File: src/rtl/adapter_ul_pkg.sv
// -----------------------------------------------------------------------------
// adapter_ul_pkg
// Shared definitions for the uplink adapter: IQ/word widths, default slot
// timing, FSM state encoding and the sample-pair packing helper.
// Optional feature macro used by the slice: ADAPTER_UL_COUNTERS_EN.
// -----------------------------------------------------------------------------
package adapter_ul_pkg;

    localparam int IQ_W            = 16;
    localparam int WORD_W          = 32;
    localparam int PAIR_W          = 2 * WORD_W;
    localparam int SLOT_LEN_DEF    = 16;
    localparam int TX_SLOT_DEF     = 13;
    localparam int PRIME_LEVEL_DEF = 4;
    localparam int FIFO_AW_DEF     = 4;

    typedef enum logic [1:0] {
        ST_IDLE  = 2'd0,
        ST_PRIME = 2'd1,
        ST_RUN   = 2'd2
    } state_t;

    // s0 is the earlier sample. Result layout is {Q1,Q0,I1,I0}, so the low
    // word is directly the TX I word and the high word the TX Q word.
    function automatic logic [PAIR_W-1:0] pack_pair(input logic [WORD_W-1:0] s0,
                                                    input logic [WORD_W-1:0] s1);
        return {s1[WORD_W-1:IQ_W], s0[WORD_W-1:IQ_W], s1[IQ_W-1:0], s0[IQ_W-1:0]};
    endfunction

endpackage

File: src/rtl/adapter_ul_if.sv
// -----------------------------------------------------------------------------
// adapter_ul_if
// Bundles the DDC-side input, the TX-side output, the status flags and the
// debug view (FSM state, FIFO level, pair_half) of the uplink adapter.
//   slave  : used by adapter_ul (inputs tx_enable/ddc_*, drives the rest)
//   master : used by whatever drives the adapter
// With ADAPTER_UL_COUNTERS_EN defined, underrun_cnt/overflow_cnt are added.
//
// Handshake: ddc_data_valid marks one sample on ddc_data_in in that cycle;
// there is no ready, every valid sample is taken (or dropped on overflow).
// iq_tx_data_valid is a one-cycle strobe with iq_tx_i/iq_tx_q valid in the
// same cycle; the consumer has no way to stall it.
// -----------------------------------------------------------------------------
interface adapter_ul_if #(
    parameter int FIFO_ADDR_WIDTH = 4
);
    import adapter_ul_pkg::*;

    logic                     tx_enable;
    logic                     ddc_data_valid;
    logic [WORD_W-1:0]        ddc_data_in;
    logic [WORD_W-1:0]        iq_tx_i;
    logic [WORD_W-1:0]        iq_tx_q;
    logic                     iq_tx_data_valid;
    logic                     underrun;
    logic                     overflow;
    state_t                   state_dbg;
    logic [FIFO_ADDR_WIDTH:0] level_dbg;
    logic                     pair_half_dbg;

`ifdef ADAPTER_UL_COUNTERS_EN
    logic [15:0]              underrun_cnt;
    logic [15:0]              overflow_cnt;

    modport slave (
        input  tx_enable, ddc_data_valid, ddc_data_in,
        output iq_tx_i, iq_tx_q, iq_tx_data_valid, underrun, overflow,
        output state_dbg, level_dbg, pair_half_dbg,
        output underrun_cnt, overflow_cnt
    );
    modport master (
        output tx_enable, ddc_data_valid, ddc_data_in,
        input  iq_tx_i, iq_tx_q, iq_tx_data_valid, underrun, overflow,
        input  state_dbg, level_dbg, pair_half_dbg,
        input  underrun_cnt, overflow_cnt
    );
`else
    modport slave (
        input  tx_enable, ddc_data_valid, ddc_data_in,
        output iq_tx_i, iq_tx_q, iq_tx_data_valid, underrun, overflow,
        output state_dbg, level_dbg, pair_half_dbg
    );
    modport master (
        output tx_enable, ddc_data_valid, ddc_data_in,
        input  iq_tx_i, iq_tx_q, iq_tx_data_valid, underrun, overflow,
        input  state_dbg, level_dbg, pair_half_dbg
    );
`endif

endinterface

File: src/rtl/adapter_ul_fifo.sv
// -----------------------------------------------------------------------------
// adapter_ul_fifo
// Synchronous FIFO of sample pairs with simultaneous push/pop and flush.
// Ports:
//   clk_1, rst_n (async, active-low)
//   flush        : empties the FIFO (pointers and level to 0), wins over push/pop
//   push, wdata  : write request; taken if not full, or if a pop happens too
//   pop          : read request; ignored when empty
//   rdata        : head entry (show-ahead, combinational from memory)
//   level, full, empty
// -----------------------------------------------------------------------------
module adapter_ul_fifo #(
    parameter int ADDR_WIDTH = 4,
    parameter int DATA_WIDTH = 64
) (
    input  logic                  clk_1,
    input  logic                  rst_n,
    input  logic                  flush,
    input  logic                  push,
    input  logic                  pop,
    input  logic [DATA_WIDTH-1:0] wdata,
    output logic [DATA_WIDTH-1:0] rdata,
    output logic [ADDR_WIDTH:0]   level,
    output logic                  full,
    output logic                  empty
);
    localparam int DEPTH = 2 ** ADDR_WIDTH;
    localparam logic [ADDR_WIDTH:0] FULL_LEVEL = {1'b1, {ADDR_WIDTH{1'b0}}};

    logic [DATA_WIDTH-1:0] mem [DEPTH];
    logic [ADDR_WIDTH-1:0] wr_ptr;
    logic [ADDR_WIDTH-1:0] rd_ptr;
    logic                  do_push;
    logic                  do_pop;

    assign full    = (level == FULL_LEVEL);
    assign empty   = (level == '0);
    assign do_pop  = pop && !empty;
    // A pop in the same cycle frees the slot, so a full FIFO still accepts.
    assign do_push = push && (!full || do_pop);
    assign rdata   = mem[rd_ptr];

    always_ff @(posedge clk_1 or negedge rst_n) begin
        if (!rst_n) begin
            wr_ptr <= '0;
            rd_ptr <= '0;
            level  <= '0;
        end else if (flush) begin
            wr_ptr <= '0;
            rd_ptr <= '0;
            level  <= '0;
        end else begin
            if (do_push) wr_ptr <= wr_ptr + 1'b1;
            if (do_pop)  rd_ptr <= rd_ptr + 1'b1;
            case ({do_push, do_pop})
                2'b10:   level <= level + 1'b1;
                2'b01:   level <= level - 1'b1;
                default: level <= level;
            endcase
        end
    end

    always_ff @(posedge clk_1) begin
        if (do_push && !flush) mem[wr_ptr] <= wdata;
    end

endmodule

File: src/rtl/adapter_ul.sv
// -----------------------------------------------------------------------------
// adapter_ul
// Uplink adapter: pairs DDC baseband samples ({Q,I}) and emits one pair per
// TX slot in UTRA-FDD TX word format (iq_tx_i={I1,I0}, iq_tx_q={Q1,Q0}).
// Ports:
//   clk_1  : system clock
//   rst_n  : asynchronous active-low reset
//   bus    : adapter_ul_if.slave (tx_enable, ddc_data_valid/ddc_data_in in;
//            iq_tx_i/iq_tx_q/iq_tx_data_valid, underrun, overflow and the
//            debug state/level/pair_half out)
// Optional: ADAPTER_UL_COUNTERS_EN adds saturating underrun_cnt/overflow_cnt.
// -----------------------------------------------------------------------------
module adapter_ul
    import adapter_ul_pkg::*;
#(
    parameter int FIFO_ADDR_WIDTH = FIFO_AW_DEF,
    parameter int SLOT_LEN        = SLOT_LEN_DEF,
    parameter int TX_SLOT         = TX_SLOT_DEF,
    parameter int PRIME_LEVEL     = PRIME_LEVEL_DEF
) (
    input  logic        clk_1,
    input  logic        rst_n,
    adapter_ul_if.slave bus
);
    localparam int SC_W = (SLOT_LEN > 1) ? $clog2(SLOT_LEN) : 1;
    localparam logic [SC_W-1:0] SLOT_LAST = SC_W'(SLOT_LEN - 1);
    localparam logic [SC_W-1:0] SLOT_POP  = SC_W'(TX_SLOT);

    state_t                   state;
    state_t                   state_next;
    logic [SC_W-1:0]          slot_cnt;
    logic                     pair_half;
    logic [WORD_W-1:0]        held_sample;
    logic [WORD_W-1:0]        iq_i_r;
    logic [WORD_W-1:0]        iq_q_r;
    logic                     iq_valid_r;
    logic                     underrun_r;
    logic                     overflow_r;

    logic [PAIR_W-1:0]        fifo_rdata;
    logic [FIFO_ADDR_WIDTH:0] fifo_level;
    logic                     fifo_full;
    logic                     fifo_empty;

    logic                     flush;
    logic                     sample_in;
    logic                     push_req;
    logic                     pop_slot;
    logic                     prime_met;
    logic                     underrun_evt;
    logic                     overflow_evt;

    // Dropping tx_enable flushes everything the same cycle it is seen.
    assign flush        = !bus.tx_enable;
    assign sample_in    = bus.tx_enable && bus.ddc_data_valid;
    assign push_req     = sample_in && pair_half;
    assign pop_slot     = bus.tx_enable && (state == ST_RUN) && (slot_cnt == SLOT_POP);
    assign prime_met    = 32'(fifo_level) >= PRIME_LEVEL;
    assign underrun_evt = pop_slot && fifo_empty;
    // When full, a pop in the same slot always has data to free a place.
    assign overflow_evt = push_req && fifo_full && !pop_slot;

    adapter_ul_fifo #(
        .ADDR_WIDTH (FIFO_ADDR_WIDTH),
        .DATA_WIDTH (PAIR_W)
    ) u_fifo (
        .clk_1 (clk_1),
        .rst_n (rst_n),
        .flush (flush),
        .push  (push_req),
        .pop   (pop_slot),
        .wdata (pack_pair(held_sample, bus.ddc_data_in)),
        .rdata (fifo_rdata),
        .level (fifo_level),
        .full  (fifo_full),
        .empty (fifo_empty)
    );

    // FSM state register
    always_ff @(posedge clk_1 or negedge rst_n) begin
        if (!rst_n) state <= ST_IDLE;
        else        state <= state_next;
    end

    // FSM next state
    always_comb begin
        state_next = state;
        if (!bus.tx_enable) begin
            state_next = ST_IDLE;
        end else begin
            case (state)
                ST_IDLE:  state_next = ST_PRIME;
                ST_PRIME: if (prime_met) state_next = ST_RUN;
                ST_RUN:   state_next = ST_RUN;
                default:  state_next = ST_IDLE;
            endcase
        end
    end

    // Slot counter runs only in RUN; held at 0 otherwise so the first RUN
    // cycle is slot 0.
    always_ff @(posedge clk_1 or negedge rst_n) begin
        if (!rst_n) begin
            slot_cnt <= '0;
        end else if (!bus.tx_enable || state != ST_RUN) begin
            slot_cnt <= '0;
        end else if (slot_cnt == SLOT_LAST) begin
            slot_cnt <= '0;
        end else begin
            slot_cnt <= slot_cnt + 1'b1;
        end
    end

    // Pairing: the first sample of a pair waits in held_sample indefinitely.
    always_ff @(posedge clk_1 or negedge rst_n) begin
        if (!rst_n) begin
            pair_half   <= 1'b0;
            held_sample <= '0;
        end else if (!bus.tx_enable) begin
            pair_half   <= 1'b0;
        end else if (bus.ddc_data_valid) begin
            if (!pair_half) held_sample <= bus.ddc_data_in;
            pair_half <= !pair_half;
        end
    end

    // Output registers and sticky flags. An empty pop still strobes with
    // zero data so slot timing never slips.
    always_ff @(posedge clk_1 or negedge rst_n) begin
        if (!rst_n) begin
            iq_i_r     <= '0;
            iq_q_r     <= '0;
            iq_valid_r <= 1'b0;
            underrun_r <= 1'b0;
            overflow_r <= 1'b0;
        end else begin
            iq_valid_r <= pop_slot;
            if (pop_slot) begin
                iq_i_r <= fifo_empty ? '0 : fifo_rdata[WORD_W-1:0];
                iq_q_r <= fifo_empty ? '0 : fifo_rdata[PAIR_W-1:WORD_W];
            end
            if (underrun_evt) underrun_r <= 1'b1;
            if (overflow_evt) overflow_r <= 1'b1;
        end
    end

    assign bus.iq_tx_i          = iq_i_r;
    assign bus.iq_tx_q          = iq_q_r;
    assign bus.iq_tx_data_valid = iq_valid_r;
    assign bus.underrun         = underrun_r;
    assign bus.overflow         = overflow_r;
    assign bus.state_dbg        = state;
    assign bus.level_dbg        = fifo_level;
    assign bus.pair_half_dbg    = pair_half;

`ifdef ADAPTER_UL_COUNTERS_EN
    logic [15:0] underrun_cnt_r;
    logic [15:0] overflow_cnt_r;

    // Event counters saturate; only rst_n clears them.
    always_ff @(posedge clk_1 or negedge rst_n) begin
        if (!rst_n) begin
            underrun_cnt_r <= '0;
            overflow_cnt_r <= '0;
        end else begin
            if (underrun_evt && underrun_cnt_r != 16'hFFFF)
                underrun_cnt_r <= underrun_cnt_r + 16'd1;
            if (overflow_evt && overflow_cnt_r != 16'hFFFF)
                overflow_cnt_r <= overflow_cnt_r + 16'd1;
        end
    end

    assign bus.underrun_cnt = underrun_cnt_r;
    assign bus.overflow_cnt = overflow_cnt_r;
`endif

endmodule

File: src/flat_wrapper.sv
// flat-port wrapper written by rule: the top's interface ports become plain ports
module adapter_ul_flat import adapter_ul_pkg::*;
#(
    parameter int FIFO_ADDR_WIDTH = FIFO_AW_DEF,
    parameter int SLOT_LEN        = SLOT_LEN_DEF,
    parameter int TX_SLOT         = TX_SLOT_DEF,
    parameter int PRIME_LEVEL     = PRIME_LEVEL_DEF
)
  (clk_1, rst_n, bus_tx_enable, bus_ddc_data_valid, bus_ddc_data_in, bus_iq_tx_i, bus_iq_tx_q, bus_iq_tx_data_valid, bus_underrun, bus_overflow, bus_state_dbg, bus_level_dbg, bus_pair_half_dbg);
  adapter_ul_if #(.FIFO_ADDR_WIDTH(FIFO_ADDR_WIDTH)) bus_i ();
  input  logic clk_1;
  input  logic rst_n;
  input wire logic [$bits(bus_i.tx_enable)-1:0] bus_tx_enable;
  input wire logic [$bits(bus_i.ddc_data_valid)-1:0] bus_ddc_data_valid;
  input wire logic [$bits(bus_i.ddc_data_in)-1:0] bus_ddc_data_in;
  output wire logic [$bits(bus_i.iq_tx_i)-1:0] bus_iq_tx_i;
  output wire logic [$bits(bus_i.iq_tx_q)-1:0] bus_iq_tx_q;
  output wire logic [$bits(bus_i.iq_tx_data_valid)-1:0] bus_iq_tx_data_valid;
  output wire logic [$bits(bus_i.underrun)-1:0] bus_underrun;
  output wire logic [$bits(bus_i.overflow)-1:0] bus_overflow;
  output wire logic [$bits(bus_i.state_dbg)-1:0] bus_state_dbg;
  output wire logic [$bits(bus_i.level_dbg)-1:0] bus_level_dbg;
  output wire logic [$bits(bus_i.pair_half_dbg)-1:0] bus_pair_half_dbg;
  assign bus_i.tx_enable = bus_tx_enable;
  assign bus_i.ddc_data_valid = bus_ddc_data_valid;
  assign bus_i.ddc_data_in = bus_ddc_data_in;
  assign bus_iq_tx_i = bus_i.iq_tx_i;
  assign bus_iq_tx_q = bus_i.iq_tx_q;
  assign bus_iq_tx_data_valid = bus_i.iq_tx_data_valid;
  assign bus_underrun = bus_i.underrun;
  assign bus_overflow = bus_i.overflow;
  assign bus_state_dbg = bus_i.state_dbg;
  assign bus_level_dbg = bus_i.level_dbg;
  assign bus_pair_half_dbg = bus_i.pair_half_dbg;
  adapter_ul #(.FIFO_ADDR_WIDTH(FIFO_ADDR_WIDTH), .SLOT_LEN(SLOT_LEN), .TX_SLOT(TX_SLOT), .PRIME_LEVEL(PRIME_LEVEL)) u_core (.clk_1(clk_1), .rst_n(rst_n), .bus(bus_i));
endmodule
File: config.mk
export PLATFORM = sky130hd
export DESIGN_NAME = adapter_ul_flat
export DESIGN_NICKNAME = d
export VERILOG_FILES = /design/src/rtl/adapter_ul_pkg.sv /design/src/rtl/adapter_ul_if.sv /design/src/rtl/adapter_ul_fifo.sv /design/src/rtl/adapter_ul.sv /design/src/flat_wrapper.sv
export SDC_FILE = /design/constraint.sdc
export NUM_CORES = 1
export LEC_CHECK = 0
export CELL_PAD_IN_SITES_DETAIL_PLACEMENT = 1
export CELL_PAD_IN_SITES_GLOBAL_PLACEMENT = 1
export CORE_AREA = 2 2 232 349
export DETAILED_ROUTE_END_ITERATION = 10
export DIE_AREA = 0 0 234 351
export HOLD_SLACK_MARGIN = 0.03
export PLACE_DENSITY_LB_ADDON = 0.1
export SLEW_MARGIN = 25
export SYNTH_ARGS = -nofsm -noshare
export SYNTH_HDL_FRONTEND = slang
export SYNTH_SLANG_ARGS = --single-unit
File: constraint.sdc
create_clock -name clk_1 -period 11.56 [get_ports clk_1]
set_input_delay 1.156 -clock clk_1 [delete_from_list [all_inputs] [get_ports clk_1]]
set_output_delay 1.156 -clock clk_1 [all_outputs]
set_load 0.005 [all_outputs]
**Run 1: M1 wires**

Supply wires on this layer in gray.
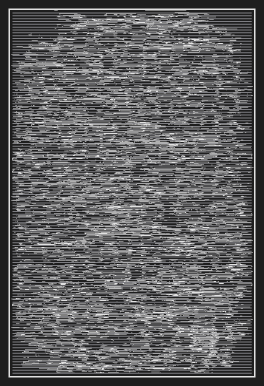
share of all routed wire: 39%
main direction: horizontal
longest straight run: 85.6 µm
grt met1 use: 32.8%
DRT Wirelength: 102000 µm
via count: 20200

**Run 1: M2 wires**

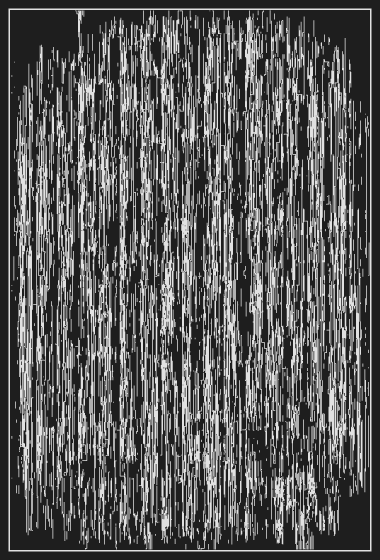
share of all routed wire: 54%
nets with wire on the layer: 1998
main direction: vertical
wire length on this layer: 55.2 mm
longest straight run: 215 µm
GR Util met2: 45.5%

**Run 1: signal wires on met3**

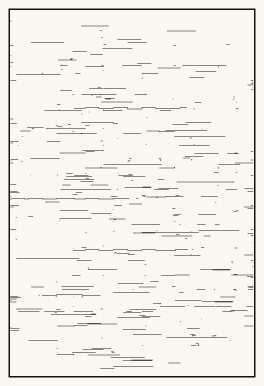
main direction: horizontal
wire length on this layer: 4160 µm
longest straight run: 60.3 µm
grt met3 use: 3.49%

==> impl_metrics.tcl, run 1 <==
# place-and-route summary
set metrics [dict create \
    status "complete, no violations" \
    p_leak_nw 15.3 \
    crit_slowest_cell "clkdlybuf4s50_1" \
    holdCritPathClass "flip-flop to flip-flop" \
    end_kind "flip-flop" \
    synthTopCellsByCount "1024 x edfxtp_1, 256 x mux4_2, 119 x dfrtp_1" \
    seqPwrFrac_pct 56.7 \
    holdPathEnd "u_core.bus.underrun" \
    place_area_mm2 0.0456 \
    cts_tree "yes" \
    dieWidth_um 234 \
    largest_area_cell "edfxtp_1" \
    clk_latency_ps 670 \
    gr-total-overflow 0 \
    tightest_slew_ps 1080 \
    dp.final_hpwl_um 55700 \
    postSynthSeqShare_pct 78.0 \
    logic_area_mm2 0.00909 \
    syn_area_mm2 0.0433 \
    die_h_um 351 \
    crit_chain "clkdlybuf4s50_1 -> and4_1 -> nand2_4 -> inv_1 -> o21ai_2 -> nor3b_1 -> and2_4 -> buf_4" \
    fillers 6332 \
    synthesis.nets 1986 \
    cts_hold_buf 0 \
    r2r-start "u_core.bus.state_dbg[0]" \
    edf_count 1024 \
    setup_viol 0 \
    async_reset_ff_share_pct 10.4 \
    top_cell_area_share_pct 71.1 \
    cts-root-buf "clkbuf_16" \
    startpoint "bus_tx_enable" \
    p_per_area_mw_per_mm2 171 \
    io_pins 111 \
    intPower_w 0.00668 \
    period_needed_ps 5570 \
    htreeDepth 3 \
    topCellsByArea "edfxtp_1 71%, mux4_2 13%, dfrtp_1 6.9%" \
    ys.flop_type "edfxtp_1" \
    post_cts_buffers 0 \
    drive_gt1_share_pct 23.7 \
    ys_cells 1938 \
    crit_path_max_fanout 67 \
    max-clock-path-buffers 3 \
    p_comb_share_pct 1.9 \
    cp_data_required_time_ps 11850 \
]
-- run 1: metal layers --
metal	share of wire (%)	vias up	wire (µm)
li1	-	8442	-
met1	39	11000	39600
met2	54	553	55200
met3	4.1	183	4160
met4	2.6	2	2680
met5	0.0079	-	8
-- run 1: state kept, by name, summed over array words and instances, names as in the netlist --
register / cells
u_core.u_fifo.mem: 1024
u_core.bus.iq_tx_i: 32
u_core.bus.iq_tx_q: 32
u_core.held_sample: 32
u_core.u_fifo.level: 5
u_core.slot_cnt: 4
u_core.u_fifo.rd_ptr: 4
u_core.u_fifo.wr_ptr: 4
u_core.bus.state_dbg: 2
u_core.bus.iq_tx_data_valid: 1
u_core.bus.overflow: 1
u_core.bus.pair_half_dbg: 1
u_core.bus.underrun: 1
-- run 1: power groups by stage --
| stage | logic [W] | clock network, W | registers, W |
|---|---|---|---|
| 6_report | 0.000158 | 0.00348 | 0.00476 |
| 5_1_grt | 0.000173 | 0.00369 | 0.00478 |
| 4_1_cts | 0.000161 | 0.00354 | 0.00476 |
| 3_5_place_dp | 0.000160 | 0 | 0.00485 |
| 3_3_place_gp | 0.000151 | 0 | 0.00483 |
| 2_1_floorplan | 0.0000683 | 0 | 0.00479 |
-- run 1: cells in the final DEF, fill, tap and decap left out, drive strengths merged, types with 4 or more instances in the layout --
master	instances
a21oi	5
a22o	64
a22oi	64
a31oi	4
and2	14
buf	41
bufinv	8
clkbuf	148
clkdlybuf4s50	109
clkinv	31
clkinvlp	7
dfrtp	119
edfxtp	1024
ha	12
inv	15
mux2	32
mux2i	66
mux4	256
nand2	24
nor2	10
nor4	8
o21ai	71
xnor2	6
-- run 1: kinds of logic after synthesis --
group,synth area share [%]
flops,78.0
mux,15.7
compound gates,3.68
buf+inv,1.26
simple gates,0.888
fa+ha+maj,0.347
xor+xnor,0.182
-- run 1: per-stage QoR --
| step | std cells | total power (W) | utilization (%) |
|---|---|---|---|
| final | 3206 | 0.00840 | 61.9 |
| after global routing | 3206 | 0.00863 | 61.9 |
| after CTS | 3202 | 0.00847 | 61.8 |
| after detailed placement | 3005 | 0.00501 | 57.5 |
| after floorplan | 1938 | 0.00486 | - |
| after global placement | 3005 | 0.00499 | 57.4 |
-- run 1: worst max path at each step --
stage                                endpoint  slack [ps]  cells after the start
finish               u_core.u_fifo.mem[5][22]        5990                      8
CTS                  u_core.u_fifo.mem[13][9]        5870                      7
global placement    u_core.u_fifo.mem[12][26]        5420                      7
floorplan             u_core.u_fifo.mem[1][0]        2950                      6
global route         u_core.u_fifo.mem[4][22]        5770                      8
detailed placement  u_core.u_fifo.mem[13][23]        5160                      7
-- run 1: final cells by class --
cell class | instances | area share [%]
Inverter | 12 | 0.0917
Clock buffer | 148 | 6.09
Clock inverter | 49 | 0.958
Multi-Input combinational cell | 672 | 18.5
Sequential cell | 1143 | 68.7
Timing Repair Buffer | 150 | 3.02
Tap cell | 1032 | 2.63
**Run 1: signal wires on met4**

Bar = 50 µm. Supply wires on this layer in gray.
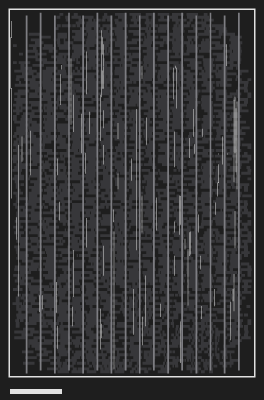

==> run 1 -> run 2 <==
==> constraint.sdc (replaced) <==
create_clock -name clk_1 -period 5.6 [get_ports clk_1]
set_input_delay 0.56 -clock clk_1 [delete_from_list [all_inputs] [get_ports clk_1]]
set_output_delay 0.56 -clock clk_1 [all_outputs]
set_load 0.005 [all_outputs]
**Run 2: signal wires on met4**

Bar = 50 µm. Supply wires on this layer in gray.
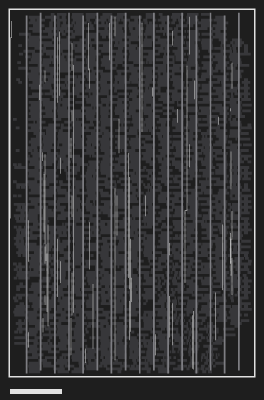
nets with wire on the layer: 37
share of all routed wire: 3.0%
wire length on this layer: 3050 µm
main direction: vertical
longest straight run: 237 µm

**Run 2: signal wires on met3**

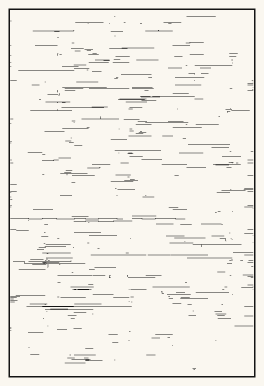
longest straight run: 85.6 µm
nets with wire on the layer: 203
share of all routed wire: 4.3%
wire length on this layer: 4390 µm
main direction: horizontal

**Run 2: M1 wires**

Supply wires on this layer in gray.
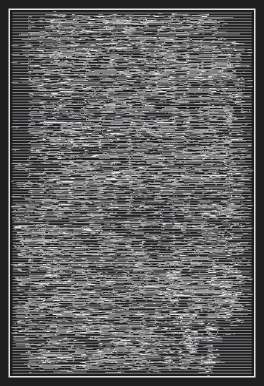
wire length on this layer: 40.9 mm
longest straight run: 130 µm
share of all routed wire: 40%

==> impl_metrics.tcl, run 2 <==
# place-and-route summary
set metrics [dict create \
    end_kind "flip-flop" \
    place_area_mm2 0.0458 \
    topCellsByArea "edfxtp_1 71%, mux4_2 13%, dfrtp_1 6.9%" \
    synthesis.nets 1986 \
    clk_latency_ps 680 \
    fillers 6343 \
    htreeDepth 3 \
    period_needed_ps 3820 \
    antenna_found_initial 0 \
    dp.final_hpwl_um 58400 \
    async_reset_ff_share_pct 10.4 \
    gr-total-overflow 0 \
    regMostFlops "u_core.u_fifo.mem" \
    largest_reg_flops 1024 \
    cp_data_required_time_ps 5960 \
    synthTopCellsByCount "1024 x edfxtp_1, 256 x mux4_2, 119 x dfrtp_1" \
    edf_count 1024 \
    drive_gt1_share_pct 24.0 \
    dieWidth_um 234 \
    intPower_w 0.0138 \
    top_cell_area_share_pct 71.1 \
    ys.flop_type "edfxtp_1" \
    tightest_slew_ps 1070 \
    power_w 0.0174 \
    max-clock-path-buffers 3 \
    status "complete, no violations" \
    vias 20500 \
    p_per_area_mw_per_mm2 352 \
    cts-root-buf "clkbuf_16" \
    p_leak_nw 15.4 \
    cts_hold_buf 1 \
    final_cell_mix "1024 x edfxtp_1, 256 x mux4_2, 115 x dfrtp_1" \
    crit_path_max_fanout 43 \
    max_cap_viol_count 0 \
    die_h_um 351 \
    postSynthSeqShare_pct 78.0 \
    cts_tree "yes" \
    layout_top_cell "edfxtp_1" \
    io_pins 111 \
    logic_area_mm2 0.00909 \
    largest_area_cell "edfxtp_1" \
    post_cts_buffers 0 \
    syn_area_mm2 0.0433 \
    setup_viol 0 \
]
run 2: cell counts after synthesis:
Identical to the previous run, type by type.
run 2: cells by family after synthesis:
kind of cell | Yosys count | synth area share, %
compound gates | 224 | 3.68
xor+xnor | 9 | 0.182
fa+ha+maj | 12 | 0.347
buf+inv | 123 | 1.26
flops | 1143 | 78.0
mux | 354 | 15.7
simple gates | 73 | 0.888
run 2: routing by layer:
layer	GRT usage [%]	vias to the layer above	wire length (µm)
met5	0	-	0
met1	34.1	11200	40900
met4	9.17	0	3050
met2	44.9	637	54400
li1	-	8446	-
met3	2.79	154	4390
run 2: cell type report:
cell class	count	area share (%)
Clock buffer	145	6.01
Tap cell	1032	2.62
Clock inverter	50	0.988
Multi-Input combinational cell	672	18.5
Timing Repair Buffer	152	3.35
Sequential cell	1143	68.5
Inverter	12	0.0914
run 2: final timing paths:
path	start	end	slack, ps	depth (start not counted)
worst min register to register	u_core.bus.iq_tx_i[24]	u_core.bus.iq_tx_i[24]	500	1
worst min-delay path	u_core.bus.iq_tx_i[24]	u_core.bus.iq_tx_i[24]	500	1
min in group asynchronous	rst_n	u_core.bus.iq_tx_q[10]	530	2
worst max register to register	u_core.bus.state_dbg[0]	u_core.u_fifo.mem[7][1]	1780	9
worst max-delay path	u_core.bus.state_dbg[0]	u_core.u_fifo.mem[7][1]	1780	9
max in group asynchronous	rst_n	u_core.u_fifo.rd_ptr[3]	3860	3
run 2: metrics by stage:
step | utilization (%) | hold WS (ps) | cells | TNS (ps)
after global placement | 57.7 | 488 | 3008 | 0
after floorplan | - | 264 | 1938 | -639550
after CTS | 62.1 | 512 | 3205 | 0
after global routing | 62.1 | 522 | 3206 | 0
final | 62.1 | 504 | 3206 | 0
after detailed placement | 57.7 | 490 | 3009 | 0
run 2: power by group through the flow:
stage	clock, W	sequential [W]	combinational, W
floorplan	0	0.00988	0.000141
global placement	0	0.0100	0.000316
detailed placement	0	0.0100	0.000329
CTS	0.00730	0.00986	0.000332
global route	0.00758	0.00988	0.000355
finish	0.00718	0.00985	0.000324
run 2: critical path, stage by stage (launching register included):
cell and delay [ps]:
dfrtp_1 410, inv_1 100, ha_1 170, and4_1 380, nand2_4 290, inv_1 300
o21ai_2 200, nor3b_1 470, and2_4 860, buf_12 280
Power and IR drop assume default switching activity.
